`src/rtl/p2s_arbiter_if.sv`:
```
// Request/word side and serial side of the shared parallel-to-serial converter.
// master = requesters + link driver, slave = the arbiter.
interface p2s_arbiter_if #(
    parameter int N_REQ  = 4,
    parameter int DATA_W = 8,
    parameter int SEL_W  = 3,
    parameter int ID_W   = 2
);
    logic                      en;
    logic [N_REQ-1:0]          req;
    logic [N_REQ*DATA_W-1:0]   data_in;
    logic [N_REQ-1:0]          gnt;
    logic [ID_W-1:0]           src_id;
    logic [SEL_W-1:0]          sel;
    logic                      VO;
    logic                      SO;
    logic                      OK;
    logic                      busy;

    modport master (
        output en, req, data_in,
        input  gnt, src_id, sel, VO, SO, OK, busy
    );

    modport slave (
        input  en, req, data_in,
        output gnt, src_id, sel, VO, SO, OK, busy
    );
endinterface

```
`src/rtl/p2s_arbiter.sv`:
```
// Round-robin arbiter sharing one LSB-first serialiser between N_REQ requesters (P2S_PARITY_EN adds a parity bit).
// Latency: first serial bit valid the cycle after the grant edge; one word per DATA_W+1 (+1 with parity) cycles.
// Backpressure: none on the link; requesters hold req level until gnt, en=0 only blocks new grants.
module p2s_arbiter #(
    parameter int N_REQ  = 4,
    parameter int DATA_W = 8,
    parameter int SEL_W  = 3,
    parameter int ID_W   = 2
) (
    input  logic         ck,
    input  logic         reset,
    p2s_arbiter_if.slave bus
);

`ifdef P2S_PARITY_EN
    localparam bit PARITY_EN = 1'b1;
`else
    localparam bit PARITY_EN = 1'b0;
`endif

    localparam logic [SEL_W-1:0] SEL_LAST = SEL_W'(DATA_W - 1);
    localparam logic [ID_W-1:0]  ID_LAST  = ID_W'(N_REQ - 1);

    typedef enum logic {
        IDLE  = 1'b0,
        SHIFT = 1'b1
    } state_t;

    typedef struct packed {
        logic [N_REQ-1:0] gnt;
        logic [ID_W-1:0]  src_id;
        logic [SEL_W-1:0] sel;
        logic             vo;
        logic             so;
        logic             ok;
        logic             busy;
    } out_t;

    state_t            state_q, state_d;
    logic [DATA_W-1:0] word_q, word_d;
    logic [ID_W-1:0]   ptr_q, ptr_d;
    logic              par_q, par_d;
    out_t              out_q, out_d;

    logic              found;
    logic [ID_W-1:0]   pick;
    logic              take;
    logic [DATA_W-1:0] cand;
    logic              last_data;
    logic              word_end;

    // Rotating scan starting at the pointer; first set request wins.
    always_comb begin
        found = 1'b0;
        pick  = '0;
        for (int k = 0; k < N_REQ; k++) begin
            if (!found && bus.req[(int'(ptr_q) + k) % N_REQ]) begin
                found = 1'b1;
                pick  = ID_W'((int'(ptr_q) + k) % N_REQ);
            end
        end
    end

    assign take      = (state_q == IDLE) && bus.en && found;
    assign cand      = bus.data_in[int'(pick)*DATA_W +: DATA_W];
    assign last_data = (out_q.sel == SEL_LAST);
    // With parity the word ends after the extra parity cycle, otherwise on the last data bit.
    assign word_end  = PARITY_EN ? par_q : last_data;

    always_ff @(posedge ck or negedge reset) begin
        if (!reset) begin
            state_q <= IDLE;
            word_q  <= '0;
            ptr_q   <= '0;
            par_q   <= 1'b0;
            out_q   <= '0;
        end else begin
            state_q <= state_d;
            word_q  <= word_d;
            ptr_q   <= ptr_d;
            par_q   <= par_d;
            out_q   <= out_d;
        end
    end

    always_comb begin
        state_d = state_q;
        word_d  = word_q;
        ptr_d   = ptr_q;
        par_d   = 1'b0;
        case (state_q)
            IDLE: begin
                if (take) begin
                    state_d = SHIFT;
                    word_d  = cand;
                    ptr_d   = (pick == ID_LAST) ? '0 : pick + ID_W'(1);
                end
            end
            SHIFT: begin
                if (word_end) begin
                    state_d = IDLE;
                end else begin
                    par_d = PARITY_EN && last_data;
                end
            end
            default: state_d = IDLE;
        endcase
    end

    always_comb begin
        out_d        = '0;
        out_d.src_id = out_q.src_id;
        case (state_q)
            IDLE: begin
                if (take) begin
                    out_d.gnt    = N_REQ'(1) << pick;
                    out_d.src_id = pick;
                    out_d.vo     = 1'b1;
                    out_d.so     = cand[0];
                    out_d.busy   = 1'b1;
                end
            end
            SHIFT: begin
                if (!word_end) begin
                    out_d.vo   = 1'b1;
                    out_d.busy = 1'b1;
                    if (last_data) begin
                        out_d.sel = out_q.sel;
                        out_d.so  = ^word_q;
                        out_d.ok  = 1'b1;
                    end else begin
                        out_d.sel = out_q.sel + SEL_W'(1);
                        out_d.so  = word_q[out_q.sel + SEL_W'(1)];
                        out_d.ok  = !PARITY_EN && ((out_q.sel + SEL_W'(1)) == SEL_LAST);
                    end
                end
            end
            default: ;
        endcase
    end

    assign bus.gnt    = out_q.gnt;
    assign bus.src_id = out_q.src_id;
    assign bus.sel    = out_q.sel;
    assign bus.VO     = out_q.vo;
    assign bus.SO     = out_q.so;
    assign bus.OK     = out_q.ok;
    assign bus.busy   = out_q.busy;

endmodule

```
`src/flat_wrapper.sv`:
```
// flat-port wrapper written by rule: the top's interface ports become plain ports
module p2s_arbiter_flat 
#(
    parameter int N_REQ  = 4,
    parameter int DATA_W = 8,
    parameter int SEL_W  = 3,
    parameter int ID_W   = 2
)
  (ck, reset, bus_en, bus_req, bus_data_in, bus_gnt, bus_src_id, bus_sel, bus_VO, bus_SO, bus_OK, bus_busy);
  p2s_arbiter_if #(.N_REQ(N_REQ), .DATA_W(DATA_W), .SEL_W(SEL_W), .ID_W(ID_W)) bus_i ();
  input  logic ck;
  input  logic reset;
  input wire logic [$bits(bus_i.en)-1:0] bus_en;
  input wire logic [$bits(bus_i.req)-1:0] bus_req;
  input wire logic [$bits(bus_i.data_in)-1:0] bus_data_in;
  output wire logic [$bits(bus_i.gnt)-1:0] bus_gnt;
  output wire logic [$bits(bus_i.src_id)-1:0] bus_src_id;
  output wire logic [$bits(bus_i.sel)-1:0] bus_sel;
  output wire logic [$bits(bus_i.VO)-1:0] bus_VO;
  output wire logic [$bits(bus_i.SO)-1:0] bus_SO;
  output wire logic [$bits(bus_i.OK)-1:0] bus_OK;
  output wire logic [$bits(bus_i.busy)-1:0] bus_busy;
  assign bus_i.en = bus_en;
  assign bus_i.req = bus_req;
  assign bus_i.data_in = bus_data_in;
  assign bus_gnt = bus_i.gnt;
  assign bus_src_id = bus_i.src_id;
  assign bus_sel = bus_i.sel;
  assign bus_VO = bus_i.VO;
  assign bus_SO = bus_i.SO;
  assign bus_OK = bus_i.OK;
  assign bus_busy = bus_i.busy;
  p2s_arbiter #(.N_REQ(N_REQ), .DATA_W(DATA_W), .SEL_W(SEL_W), .ID_W(ID_W)) u_core (.ck(ck), .reset(reset), .bus(bus_i));
endmodule
```
`config.mk`:
```
export PLATFORM = sky130hd
export DESIGN_NAME = p2s_arbiter_flat
export DESIGN_NICKNAME = d
export VERILOG_FILES = /design/src/rtl/p2s_arbiter_if.sv /design/src/rtl/p2s_arbiter.sv /design/src/flat_wrapper.sv
export SDC_FILE = /design/constraint.sdc
export NUM_CORES = 1
export LEC_CHECK = 0
export ABC_AREA = 1
export CORE_MARGIN = 3
export CORE_UTILIZATION = 35
export CTS_CLUSTER_DIAMETER = 150
export DETAILED_ROUTE_END_ITERATION = 10
export HOLD_SLACK_MARGIN = 0.08
export PLACE_DENSITY_LB_ADDON = 0.08
export REMOVE_ABC_BUFFERS = 1
export SLEW_MARGIN = 20
export SYNTH_ARGS = -nofsm -noshare
export SYNTH_HDL_FRONTEND = slang
export SYNTH_SLANG_ARGS = --single-unit
```
`constraint.sdc`:
```
create_clock -name ck -period 2.59 [get_ports ck]
set_clock_uncertainty 0.05 [all_clocks]
set_input_delay 0.518 -clock ck [delete_from_list [all_inputs] [get_ports ck]]
set_output_delay 0.518 -clock ck [all_outputs]
set_load 0.1 [all_outputs]
```
==> impl_metrics.json <==
{
  "die-area_mm2": 0.00535,
  "drc_errors": 0,
  "outcome": "finished clean",
  "initCoreUtil_pct": 37.8,
  "first_pass_iters": 4,
  "crit_path_top_delay_cell": "clkdlybuf4s50_1",
  "cts_sinks": 22,
  "areaGrowthSynthToFinish_pct": 35.4,
  "synthAoiAreaFrac_pct": 3.33,
  "slew_violations": 0,
  "mi_logic_area_um2": 852,
  "cts.path.max_buffers": 2,
  "clockRootBuffer": "clkbuf_8",
  "fin_crit_ns": 2.22,
  "max_stage_delay_ns": 0.42,
  "met2RoutedLength_mm": 1.65,
  "seq_area_um2": 551,
  "ff_count": 22,
  "logic_family": "simple AND/OR/NAND/NOR gates",
  "num_rows": 23,
  "fin_hold_ws_ns": 0.430,
  "avgSynthCellArea_um2": 6.77,
  "post-place-ws_ns": 0.0982,
  "lay_top_cells": "nand2_1, clkdlybuf4s50_1, inv_1, dfrtp_1, nand3_1",
  "hold_depth": 2,
  "startpoint_type": "primary input",
  "endpoint": "u_core.ptr_q[1]",
  "worstReg2RegStart": "u_core.ptr_q[0]",
  "nFillCells": 457,
  "postCtsHoldBufs": 0,
  "grt_pass1_vias": 1407,
  "setup_slack_ns": 0.366,
  "synth_seq_share_pct": 34.9,
  "tap-cell-count": 50,
  "largest_class": "combinational gates",
  "fin_area_mm2": 0.00214,
  "ys_warn_count": 0,
  "htreeDepth": 1,
  "worst-endpoint-required_ns": 2.69,
  "grt_overflow_total": 0
}
==> registers in the layout (all words and copies together), names as in the netlist <==
register,count
u_core.bus.OK,1
u_core.bus.SO,1
u_core.bus.busy,1
u_core.bus.gnt,4
u_core.bus.sel,3
u_core.bus.src_id,2
u_core.ptr_q,2
u_core.word_q,8
==> cells in the mapped netlist, types with 3 or more instances <==
cell     count
buf_6        3
o21ai_0      4
inv_1       25
dfrtp_1     22
nor2_1      17
nand4_1      6
nand3_1     18
nor2_2       4
nand2_2      5
nand2_1     99
ha_1         7
inv_2        7
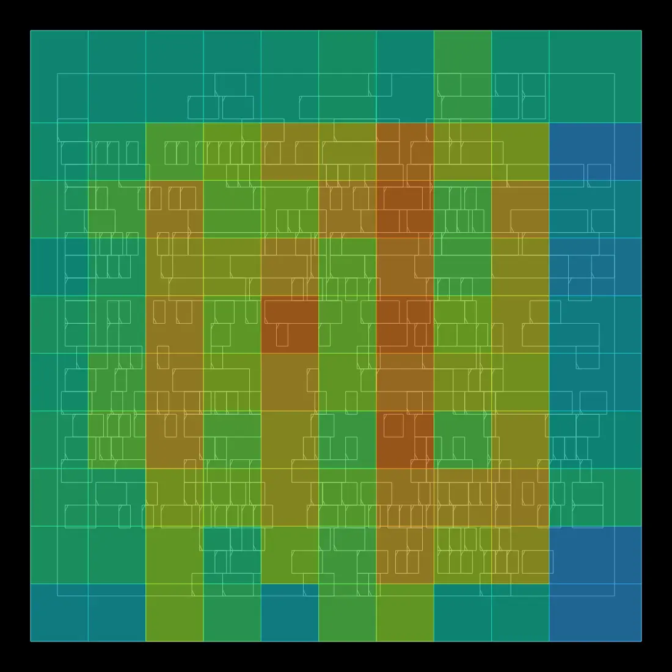
Figure 1: track usage over the die.
GRT Total Usage: 13.9%
GR Util met3: 3.58%
DR WL/cell: 10.5 µm

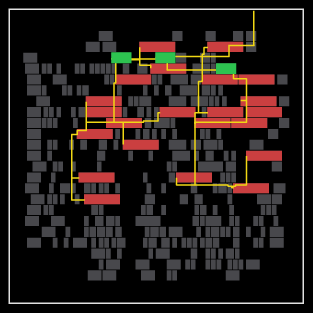
Figure 2: clock distribution.
Drawn at 4 px/µm.
Key: clock wires = yellow [length 256 µm]; flip-flops = red [count 22]; cells driving clock nets = green [count 3]
There are 4 routed clock nets.

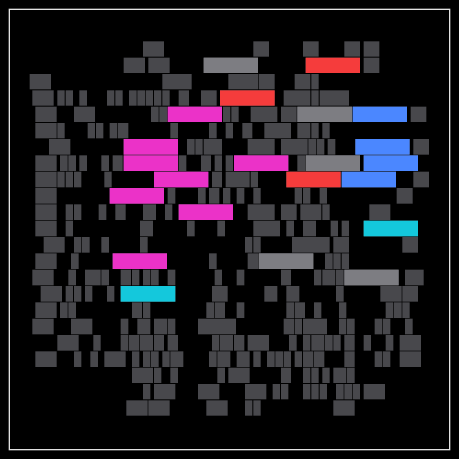
Figure 3: register map, names as in the netlist.
Drawn at 6 px/µm. Other sequential cells in the stronger gray, the rest of the logic in the fainter gray.
Key: u_core.bus.gnt = blue [placed flops 4]; u_core.bus.sel = red [placed flops 3]; u_core.word_q = magenta [placed flops 8]; u_core.bus.src_id = cyan [placed flops 2]

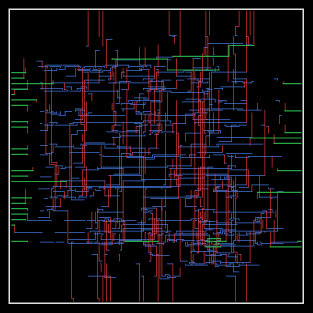
Figure 4: routed metal, one color a layer.
Drawn at 4 px/µm.
Key: met2 = red [wire length 1650 µm]; met3 = green [wire length 222 µm]; met1 = blue [wire length 1640 µm]
via count: 1535
drt total wl: 3.52 mm

